Design spi_master_ctrl, sky130hd; sources not shown.
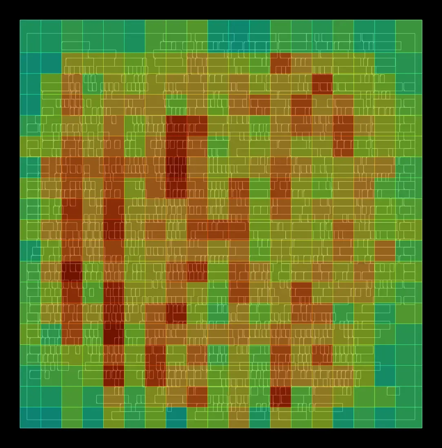
Run 1: track usage over the die
met2 track utilization from global routing: 41.2%
met3 usage: 4.50%

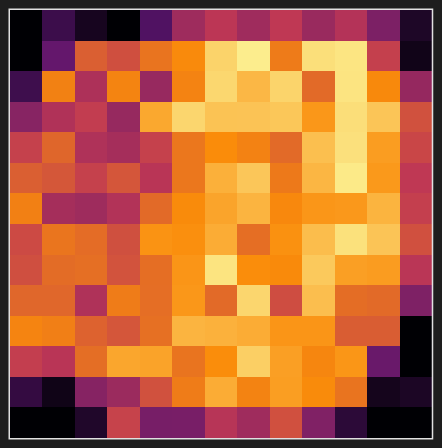
Run 1: local utilization
13 x 14 tiles, from black (low) to pale yellow (high), 0 to 100% covered.
The mean over all tiles is 60%. 32% of the tiles are over 75% full. The emptiest ninth of the die: top left. 4.9% of the tiles are nearly empty. The fullest tile reaches 96%.
fp_density: 55.1%
Std-Cell Core Area: 16400 sq um
Core Util, Final: 67.2%

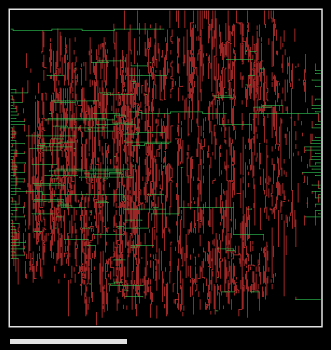
Run 1: routed metal, one color a layer
The bar under the picture is 50 um long. Only two layers are drawn.
Key: green = met3 [wire length 1320 um]; red = met2 [wire length 10400 um]
DR WL/cell: 14.4 um
routed wire length: 22100 um
Via Count: 8253
total track usage: 25.7%

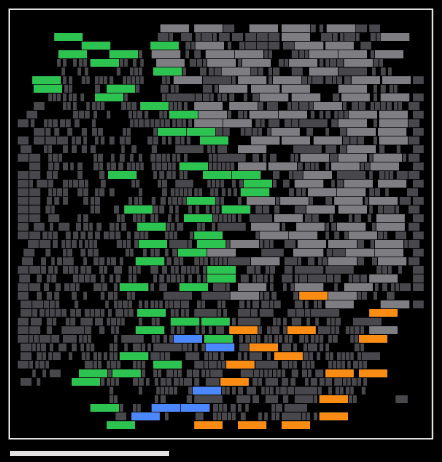
Run 1: register map, names as in the netlist
The bar under the picture is 50 um long. Other sequential cells in the stronger gray, the rest of the logic in the fainter gray.
Key: blue = bit_cnt [sequential cells 6, where bottom middle]; green = shift_tx [sequential cells 48]; orange = u_timer/count [sequential cells 16]
Another 105 sequential cells are not colored.
Reg area: 4380 sq um
Seq/total area: 39.7%
seq pwr: 3330 uW

==> metrics.yaml, run 1 <==
outcome:
  status: "finished clean"
clock_tree:
  cts_max_path_buffers: 2
  postCtsSetupBuffers: 0
  clk_pin_slew_ps: 70
  cts_resized: 0
  hold_buffers: 0
  cts_made_buffers: 17
  root_buffer: "clkbuf_16"
grt:
  grt_pass1_wl_um: 37200
  grt.busiest_layer: "met2"
  grt_max_degree: 98
  gr-total-overflow: 0
  antenna_found_initial: 0
layout:
  layout.cells.most_common: "nand2_1"
  drive_above_1_share_pct: 7.30
  clk_share_pct: 5.37
  fin_area_sq_um: 11000
  nMultiInputCombCells: 856
  n_fill_cell: 1343
  ff_count: 175
  final_cells: 1535
  final_layout_top_logic_cells: "nand2_1, dfrtp_1, nand3_1, clkdlybuf4s50_1, inv_1"
  nonClkBufAreaFrac_pct: 12.7
  finalNetCount: 1365
  num-clock-buffers: 17
  comb_share_pct: 35.9
synth:
  topCellsByArea: "dfrtp_1, nand2_1, nand3_1"
  syn_inst: 1195
  async_flop_share_pct: 100
  ys_sh_simple_pct: 32.9
  ys_cells: 1195
  synth-adder-area-share_pct: 0.554
  largest_area_cell: "dfrtp_1"
  top_cell: "nand2_1"
  ys_sh_aoi_pct: 9.14
  ys_warn_count: 6
  edf_count: 0
  ys_seq_share_pct: 48.5
  flop_cell: "dfrtp_1"
  top_cells_by_count: "nand2_1, dfrtp_1, nand3_1, inv_1, nor2_1"
  synth.cell_area_sq_um: 9030
setup_path:
  worst_setup_path_start_kind: "flop"
  critPathTopFamily: "buffers and inverters"
  crit_path_end_kind: "flop"
  cpPeakStageDelay_ps: 600
  crit_buf_inv: 4
  arrival_ps: 2880
  cpMostUsedCell: "nand2_1"
  worst_ep_required_time_ps: 3170
  path_cells: "nor2_1, nand2_2, inv_1, nand3_1, nor3_1, buf_4, nand2_4, buf_4, nand2_1, inv_2, nand2_1, nand2_1"
  reg2regPathDepth: 12
  worstSetupPathType: "reg -> reg"
sta:
  maxSlewViolCount: 0
  hold_violations: 0
  post-route-min-period_ps: 2520
  relSlewSlack_pct: 47.3
  tns_ps: 0
  skew_ps: 10.3
  period_used_pct: 89.8
  max_freq_ghz: 0.398
  setup_viol: 0
  worst_pin_slew_ps: 790
power:
  pg_clk_uw: 2310
  vdd_drop_max_uv: 482
  combinationalPowerShare_pct: 26.4
  cellPowerDensity_nw_per_um2: 695
  p_seq_share_pct: 43.4
  maxPowerGroup: "sequential cells"
  switching_share_pct: 36.0
drt:
  met2_length_um: 10400
  wl_met3_um: 1320
  drt_iter0_markers: 762
  first_pass_iters: 6
  top_layer_used: "met4"
die:
  nWellTaps: 220
  chip_area_sq_um: 18000
  ios: 112
  die_h_um: 135
  num_rows: 47
place:
  placed_cell_area_sq_um: 10400
  gp_congestion: 0.960
  portBuffers: 111
  place_inst: 1503
  pre_cts_ws_ps: 133
  dp_hpwl_um: 15300
## Run 2: what changed since run 1
clock period = 2.6 ns   (was 2.8 ns; I/O delays follow)
==> metrics.yaml, run 2 <==
outcome:
  status: "finished clean"  # unchanged
place:
  placed_cell_area_sq_um: 10500  # was 10400 sq um
  pre_cts_ws_ps: 38.7  # was 133 ps
  gp_congestion: 0.930  # was 0.960
  dp_hpwl_um: 15800  # was 15300 um
sta:
  max_freq_ghz: 0.430  # was 0.398 GHz
  setup_viol: 0  # unchanged
  post-route-min-period_ps: 2330  # was 2520 ps
  hold_violations: 0  # unchanged
drt:
  top_layer_used: "met4"  # unchanged
  wl_met3_um: 1330  # was 1320 um
  met2_length_um: 11000  # was 10400 um
clock_tree:
  cts_resized: 0  # unchanged
  root_buffer: "clkbuf_16"  # unchanged
  cts_max_path_buffers: 2  # unchanged
  cts_made_buffers: 17  # unchanged
synth:
  topCellsByArea: "dfrtp_1, nand2_1, nand3_1"  # unchanged
  top_cell: "nand2_1"  # unchanged
  top_cells_by_count: "nand2_1, dfrtp_1, nand3_1, inv_1, nor2_1"  # unchanged
  largest_area_cell: "dfrtp_1"  # unchanged
  ys_seq_share_pct: 48.5  # unchanged
  edf_count: 0  # unchanged
  synth.cell_area_sq_um: 9030  # unchanged
  ys_cells: 1195  # unchanged
  syn_inst: 1195  # unchanged
layout:
  area.sequential_sq_um: 4380  # unchanged
  n_fill_cell: 1344  # was 1343
  final_cells: 1546  # was 1535
  comb_share_pct: 35.5  # was 35.9%
  final_layout_top_logic_cells: "nand2_1, dfrtp_1, nand3_1, clkdlybuf4s50_1, inv_1"  # unchanged
  clk_share_pct: 5.53  # was 5.37%
  layout.cells.most_common: "nand2_1"  # unchanged
die:
  core_sq_um: 16400  # unchanged
  chip_area_sq_um: 18000  # unchanged
  fp_util_pct: 55.1  # unchanged
power:
  pg_seq_uw: 3600  # was 3330 uW
  switching_share_pct: 35.8  # was 36.0%
  cellPowerDensity_nw_per_um2: 758  # was 695 nW/um^2
  combinationalPowerShare_pct: 26.6  # was 26.4%
  pg_clk_uw: 2610  # was 2310 uW
grt:
  grt.busiest_layer: "met2"  # unchanged
  antenna_found_initial: 1  # was 0
  gr-total-overflow: 0  # unchanged
setup_path:
  cpMostUsedCell: "inv_1"  # was nand2_1
  cpPeakStageDelay_ps: 420  # was 600 ps
  reg2regPathDepth: 15  # was 12
  crit_buf_inv: 4  # unchanged
  arrival_ps: 2630  # was 2880 ps
  path_cells: "nor2_2, nand2_4, inv_1, nand3_1, nor3_1, buf_4, nand2_4, inv_1, nand2_1, nor2_1, inv_1, ha_1, o21a_1, o21ai_0, o21ai_0"  # was nor2_1, nand2_2, inv_1, nand3_1, nor3_1, buf_4, nand2_4, buf_4, nand2_1, inv_2, nand2_1, nand2_1
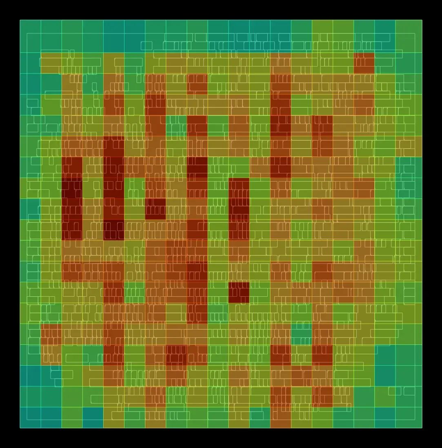
Run 2: track usage over the die
met3 usage: 5.18%
Core Util, Final: 68.0%
DR WL/cell: 14.8 um
M1 GR Usage: 35.4%

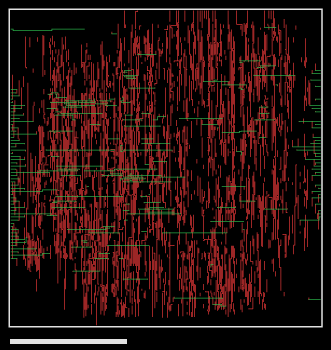
Run 2: routed metal, one color a layer
The bar under the picture is 50 um long. Only two layers are drawn.
Key: green = met3 [wire length 1330 um]; red = met2 [wire length 11000 um]
routed wire length: 22900 um
total track usage: 26.5%
Via Count: 8349

Power is estimated from default activity; no workload was simulated.
